### Placed standard cells

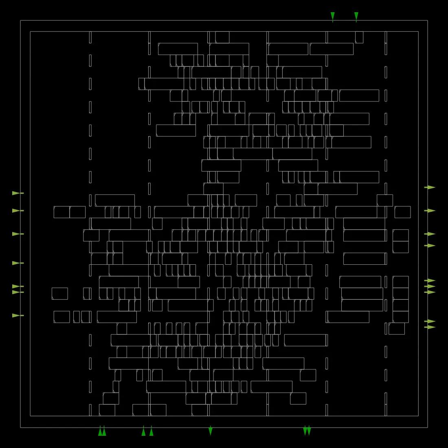
### Floorplan with the power grid

The bar under the picture is 20 um long. Pins as bars on the die edge. Tap cells in grey.
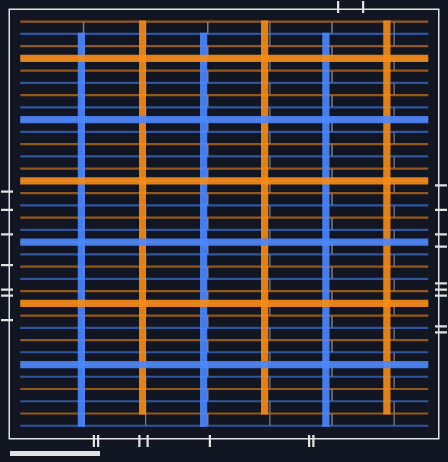
### Placed cells, one colour a class

The bar under the picture is 20 um long.
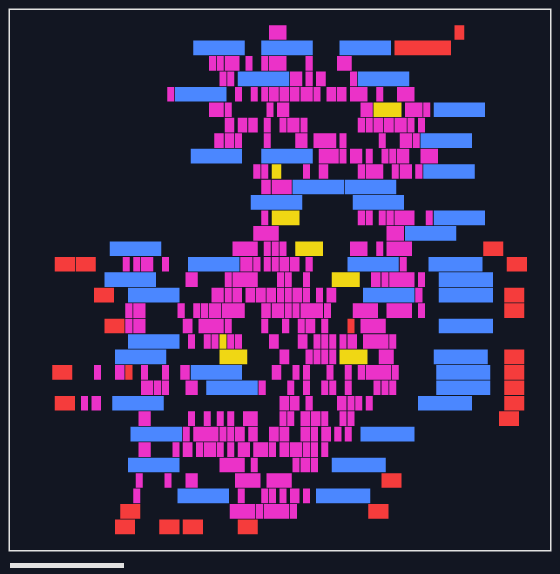
### Routed clock nets over the placement

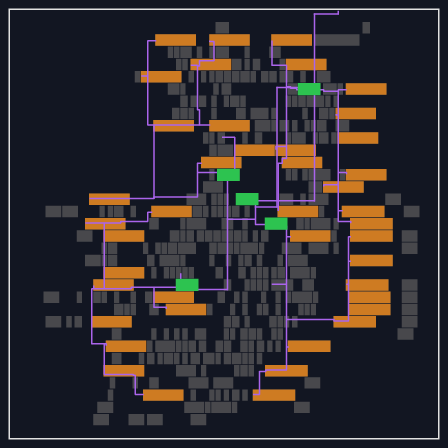
--- config.mk ---
export PLATFORM = sky130hd
export DESIGN_NAME = div_result_display_flat
export DESIGN_NICKNAME = d
export VERILOG_FILES = /design/src/rtl/div_result_display_if.sv /design/src/rtl/div_result_display.sv /design/src/flat_wrapper.sv
export SDC_FILE = /design/constraint.sdc
export NUM_CORES = 1
export LEC_CHECK = 0
export ABC_AREA = 1
export CAP_MARGIN = 20
export CORE_MARGIN = 2
export CORE_UTILIZATION = 30
export CTS_CLUSTER_SIZE = 28
export DETAILED_ROUTE_END_ITERATION = 6
export GPL_TIMING_DRIVEN = 0
export SKIP_CTS_REPAIR_TIMING = 1
export SLEW_MARGIN = 10
export SYNTH_ARGS = -nofsm -noshare
export SYNTH_HDL_FRONTEND = slang
export SYNTH_SLANG_ARGS = --single-unit
--- constraint.sdc ---
create_clock -name clk -period 3.3 [get_ports clk]
set_input_delay 0.33 -clock clk [delete_from_list [all_inputs] [get_ports clk]]
set_output_delay 0.33 -clock clk [all_outputs]
set_load 0.05 [all_outputs]
--- src/rtl/div_result_display_if.sv ---
// Result/display bundle between the upstream divider and the display driver.
// The master drives the divider result; the slave drives the LED digit outputs.
interface div_result_display_if;
  logic       done;
  logic [3:0] q;
  logic [3:0] r;
  logic       err;
  logic       clr;
  logic [3:0] an;
  logic [6:0] seg;
  logic       valid;

  modport master (
    output done, q, r, err, clr,
    input  an, seg, valid
  );

  modport slave (
    input  done, q, r, err, clr,
    output an, seg, valid
  );
endinterface

--- src/rtl/div_result_display.sv ---
// Captures a 4-bit quotient/remainder on the rising edge of done and scans it onto a
// 4-digit active-low 7-segment display. Define DIV_DISP_LZB_EN to blank zero tens digits.
//
// Handshake: done is edge-qualified. A result is taken only on a cycle where done=1
// after done was sampled low (including after reset), so a held level captures once.
// clr wins over a simultaneous capture. valid stays high until clr or reset.
module div_result_display #(
  parameter int unsigned REFRESH_DIV = 100000
) (
  input logic                clk,
  input logic                rst,
  div_result_display_if.slave bus
);

  localparam int unsigned CNT_W = (REFRESH_DIV > 2) ? $clog2(REFRESH_DIV) : 1;
  localparam logic [CNT_W-1:0] CNT_MAX = CNT_W'(REFRESH_DIV - 1);

  localparam logic [6:0] SEG_BLANK = 7'h7F;
  localparam logic [6:0] SEG_E     = 7'h06;
  localparam logic [6:0] SEG_R     = 7'h2F;

  logic             done_d;
  logic             armed;
  logic             capture;
  logic [3:0]       q_reg;
  logic [3:0]       r_reg;
  logic             err_reg;
  logic             valid_reg;
  logic [CNT_W-1:0] refresh_cnt;
  logic [1:0]       digit_idx;
  logic [3:0]       an_reg;
  logic [6:0]       seg_reg;

  logic [3:0]       q_tens, q_ones, r_tens, r_ones;
  logic [6:0]       next_seg;
  logic [3:0]       next_an;

  function automatic logic [6:0] digit_seg(input logic [3:0] d);
    logic [6:0] s;
    case (d)
      4'd0:    s = 7'h40;
      4'd1:    s = 7'h79;
      4'd2:    s = 7'h24;
      4'd3:    s = 7'h30;
      4'd4:    s = 7'h19;
      4'd5:    s = 7'h12;
      4'd6:    s = 7'h02;
      4'd7:    s = 7'h78;
      4'd8:    s = 7'h00;
      4'd9:    s = 7'h10;
      default: s = SEG_BLANK;
    endcase
    return s;
  endfunction

  function automatic logic [3:0] tens_of(input logic [3:0] v);
    return (v >= 4'd10) ? 4'd1 : 4'd0;
  endfunction

  function automatic logic [3:0] ones_of(input logic [3:0] v);
    return (v >= 4'd10) ? (v - 4'd10) : v;
  endfunction

  // Tens digits may be suppressed when zero; ones digits always show.
  function automatic logic [6:0] tens_seg(input logic [3:0] t);
`ifdef DIV_DISP_LZB_EN
    return (t == 4'd0) ? SEG_BLANK : digit_seg(t);
`else
    return digit_seg(t);
`endif
  endfunction

  // Only the first done-high cycle after a low sample is a capture.
  assign capture = bus.done & ~done_d & armed;

  always_comb begin
    q_tens   = tens_of(q_reg);
    q_ones   = ones_of(q_reg);
    r_tens   = tens_of(r_reg);
    r_ones   = ones_of(r_reg);
    next_seg = SEG_BLANK;
    next_an  = 4'b1111;
    if (valid_reg) begin
      next_an = ~(4'b0001 << digit_idx);
      if (err_reg) begin
        case (digit_idx)
          2'd3:    next_seg = SEG_E;
          2'd2:    next_seg = SEG_R;
          2'd1:    next_seg = SEG_R;
          default: next_seg = SEG_BLANK;
        endcase
      end else begin
        case (digit_idx)
          2'd3:    next_seg = tens_seg(q_tens);
          2'd2:    next_seg = digit_seg(q_ones);
          2'd1:    next_seg = tens_seg(r_tens);
          default: next_seg = digit_seg(r_ones);
        endcase
      end
    end
  end

  always_ff @(posedge clk or negedge rst) begin
    if (!rst) begin
      done_d      <= 1'b0;
      armed       <= 1'b0;
      q_reg       <= 4'd0;
      r_reg       <= 4'd0;
      err_reg     <= 1'b0;
      valid_reg   <= 1'b0;
      refresh_cnt <= '0;
      digit_idx   <= 2'd0;
      an_reg      <= 4'b1111;
      seg_reg     <= SEG_BLANK;
    end else begin
      done_d <= bus.done;
      if (!bus.done) begin
        armed <= 1'b1;
      end

      if (bus.clr) begin
        q_reg     <= 4'd0;
        r_reg     <= 4'd0;
        err_reg   <= 1'b0;
        valid_reg <= 1'b0;
      end else if (capture) begin
        q_reg     <= bus.q;
        r_reg     <= bus.r;
        err_reg   <= bus.err;
        valid_reg <= 1'b1;
      end

      // Scan timing runs freely, independent of capture and clear.
      if (refresh_cnt == CNT_MAX) begin
        refresh_cnt <= '0;
        digit_idx   <= digit_idx + 2'd1;
      end else begin
        refresh_cnt <= refresh_cnt + 1'b1;
      end

      an_reg  <= next_an;
      seg_reg <= next_seg;
    end
  end

  assign bus.an    = an_reg;
  assign bus.seg   = seg_reg;
  assign bus.valid = valid_reg;

endmodule

--- src/flat_wrapper.sv ---
// flat-port wrapper written by rule: the top's interface ports become plain ports
module div_result_display_flat 
#(
  parameter int unsigned REFRESH_DIV = 100000
)
  (clk, rst, bus_done, bus_q, bus_r, bus_err, bus_clr, bus_an, bus_seg, bus_valid);
  div_result_display_if bus_i ();
  input logic clk;
  input logic rst;
  input wire logic [$bits(bus_i.done)-1:0] bus_done;
  input wire logic [$bits(bus_i.q)-1:0] bus_q;
  input wire logic [$bits(bus_i.r)-1:0] bus_r;
  input wire logic [$bits(bus_i.err)-1:0] bus_err;
  input wire logic [$bits(bus_i.clr)-1:0] bus_clr;
  output wire logic [$bits(bus_i.an)-1:0] bus_an;
  output wire logic [$bits(bus_i.seg)-1:0] bus_seg;
  output wire logic [$bits(bus_i.valid)-1:0] bus_valid;
  assign bus_i.done = bus_done;
  assign bus_i.q = bus_q;
  assign bus_i.r = bus_r;
  assign bus_i.err = bus_err;
  assign bus_i.clr = bus_clr;
  assign bus_an = bus_i.an;
  assign bus_seg = bus_i.seg;
  assign bus_valid = bus_i.valid;
  div_result_display #(.REFRESH_DIV(REFRESH_DIV)) u_core (.clk(clk), .rst(rst), .bus(bus_i));
endmodule
==> impl_metrics.csv <==
group,metric,value,unit
pwr,top_power_group,"registers",
logic_synthesis,synth.area.top_cells,"dfrtp_1, nand2_1, dfstp_2, ha_1, inv_1",
layout,logic_area,0.001217,sq mm
logic_synthesis,syn_area,0.002489,sq mm
layout,final_util,0.3644,
layout,nNetsFinal,379,
setup_path,worstSetupPathType,"register to output pin",
global_routing,top_usage_layer,"met2",
final_timing,period_minus_slack,1.966,ns
pwr,pwr-share-seq,0.493,
layout,layout_top_cell,"nand2_1",
layout,n_all_buffers,26,
route,viasPerCell,4.376,
setup_path,cp_num_buf_inv,1,
outcome,status,"finished clean",
final_timing,slew_headroom,0.6506,
route,wl_met2,2025,um
setup_path,reg2reg_from,"u_core.r_reg[3]$_DFFE_PN0P_",
route,wl_per_cell,10.10,um
logic_synthesis,xor_area_frac,0.03167,
layout,syn_to_final_growth,19.10,%
route,vias,1991,
pwr,p_clk,0.342,mW
placement,postPlaceCellArea,0.002873,sq mm
layout,final_cell_mix,"nand2_1, inv_1, dfrtp_1, nor2_1, nand3_1",
pwr,swShare,0.2966,
setup_path,regToRegSetupSlack,1.52,ns
pwr,peakVddDrop,142.2,uV
logic_synthesis,yosysTopAreaCellShare,0.3117,
logic_synthesis,adder_share,0.08547,
pwr,internal_power,0.7933,mW
layout,largest_register_ffs,17,
global_routing,grt-ovfl-total,0,
final_timing,rsz0062_at_grt,"false",
setup_path,crit_path_end,"bus_valid",
logic_synthesis,synth_seq_share,0.4279,
floorplanning,fp.coreArea,0.008134,sq mm
floorplanning,chip_area,0.009040,sq mm
cts,cts_buffers,5,
cts,cts_sinks,42,
setup_path,crit_family,"buffers and inverters",
cts,cts.path.max_buffers,2,
setup_path,path_cells,"clkdlybuf4s50_1",
logic_synthesis,yosys-top-cells-count,"nand2_1, inv_1, dfrtp_1",
final_timing,hold_slack,0.004676,ns
layout,stdcell_area,0.002964,sq mm
route,antenna_left,0,
final_timing,finalCritPeriodShare,0.5958,
route,drt_iter0_drc,108,
placement,pre_cts_ws,1.500,ns
floorplanning,ios,25,
logic_synthesis,top_logic_kind,"simple AND/OR/NAND/NOR gates",
logic_synthesis,edf_count,0,
layout,inv_count,53,
logic_synthesis,flop_cell,"dfrtp_1",
logic_synthesis,syn_inst,318,
setup_path,crit_fanout,7,
final_timing,finalSetupViolCount,0,
setup_path,rr_worst_depth,11,
layout,clk_share,0.03081,
cts,clk_pin_slew,0.08,ns
layout,final_cells,455,
cts,clk_latency,0.29,ns
logic_synthesis,aoi_share,0.07089,
route,drt-total-wl,4595,um
final_timing,finalMaxSlewViolations,0,
logic_synthesis,synth_stat.cells,318,
global_routing,grt_use_met3,0.02292,
route,wl_met1,2288,um
final_timing,tightest_slew,0.5241,ns
route,dr.pass1.iters,4,
pwr,share_comb_of_total_power,0.203,
logic_synthesis,ys_area,0.002489,sq mm
setup_path,slowest_delay,0.85,ns
global_routing,antenna_found_initial,0,
layout,nClkBuffers,7,
global_routing,grt_start_max_net_pins,24,
global_routing,grtUsageMet1,0.1506,
setup_path,cp_data_required_time,2.97,ns
cts,cts_tree,"built",
global_routing,grt_first_pass_wirelength,8259,um
floorplanning,fp_util,0.3060,
pwr,total_power,1.128,mW
logic_synthesis,ys_ff,42,
setup_path,crit_cells,1,
route,highest_layer,"met4",
logic_synthesis,syn_nets,348,
layout,largest_cell_class,"multi-input combinational cells",
logic_synthesis,ys_sh_simple,0.3012,
global_routing,grt_use_total,0.1147,
route,route.met3.wl,178,um
setup_path,slowest_stage,"clkdlybuf4s50_1",
global_routing,met2_usage,0.1819,
layout,fillers,843,
pwr,p_per_area,380.5,mW/mm^2
min_path,hold_path_class,"input pin to async pin",
layout,regArea,0.001065,sq mm
final_timing,timing.fmax,508.6,MHz
logic_synthesis,ys_sh_mux,0,
route,drc,0,
final_timing,fin_skew,0.006908,ns
logic_synthesis,ys_async_sr_fraction,1.000,
setup_path,start_kind,"register",
logic_synthesis,yosysMostFrequentCell,"nand2_1",
floorplanning,die_w,95.08,um
pwr,clkPwrFrac,0.303,
pwr,comb_power,0.229,mW
placement,dp_cells,447,
global_routing,grt_pass1_vias,1891,
logic_synthesis,avgSynthCellArea,7.826,sq um
layout,num_antenna_cells,0,
final_timing,fin_ws,1.334,ns
layout,final-nonclk-buf-share,0.08780,
pwr,p_switching,0.3344,mW
placement,portBuffers,23,
setup_path,crit_start,"u_core.bus.valid$_DFFE_PN0P_",
setup_path,crit_arrival,1.64,ns
logic_synthesis,yosysTopAreaCell,"dfrtp_1",
layout,layout-drive-gt1-share,0.1114,
final_timing,setup_tns,0,ns
placement,dp_hpwl,3646,um
placement,gp_congestion,0.8162,
cts,clockRootBuffer,"clkbuf_8",
cts,htree_levels,2,
floorplanning,fp.dieH,95.08,um
layout,comb_area_share,0.4107,
pwr,pg_seq,0.556,mW
run,cap_violations,0,
logic_synthesis,yosysUniqueCellTypes,27,
setup_path,critPathCaptureType,"output pin",
pwr,p_leak,1.468,nW
layout,logic_gates,221,
floorplanning,fp-row-count,33,
setup_path,r2r-end,"u_core.bus.seg[3]$_DFF_PN1_",
run,warnings,37,
logic_synthesis,ys_warn_count,0,
final_timing,hold_violations,0,
Back to the opening pictures, 'Placed standard cells':
num tapcells: 105
flop share of the area: 0.3592
flop count: 42

Back to the opening pictures, 'Floorplan with the power grid':
Key: VDD = orange; VSS = blue
105 tap cells. 6 straps on met5.

Back to the opening pictures, 'Placed cells, one colour a class':
Key: clock drivers and dummy loads = yellow [cells 8, share of their area 3.2%]; sequential cells = blue [cells 42, share of their area 38%]; combinational and other logic = magenta [cells 274, share of their area 50%]; remaining buffers and delay cells = red [cells 26, share of their area 9.2%]

Back to the opening pictures, 'Routed clock nets over the placement':
Key: clock wires = purple [length 571 um]; flip-flops = orange [count 42]; clock drivers = green [count 5]
There are 6 routed clock nets.

No activity file was given, so power comes from the tool's default toggle rates.
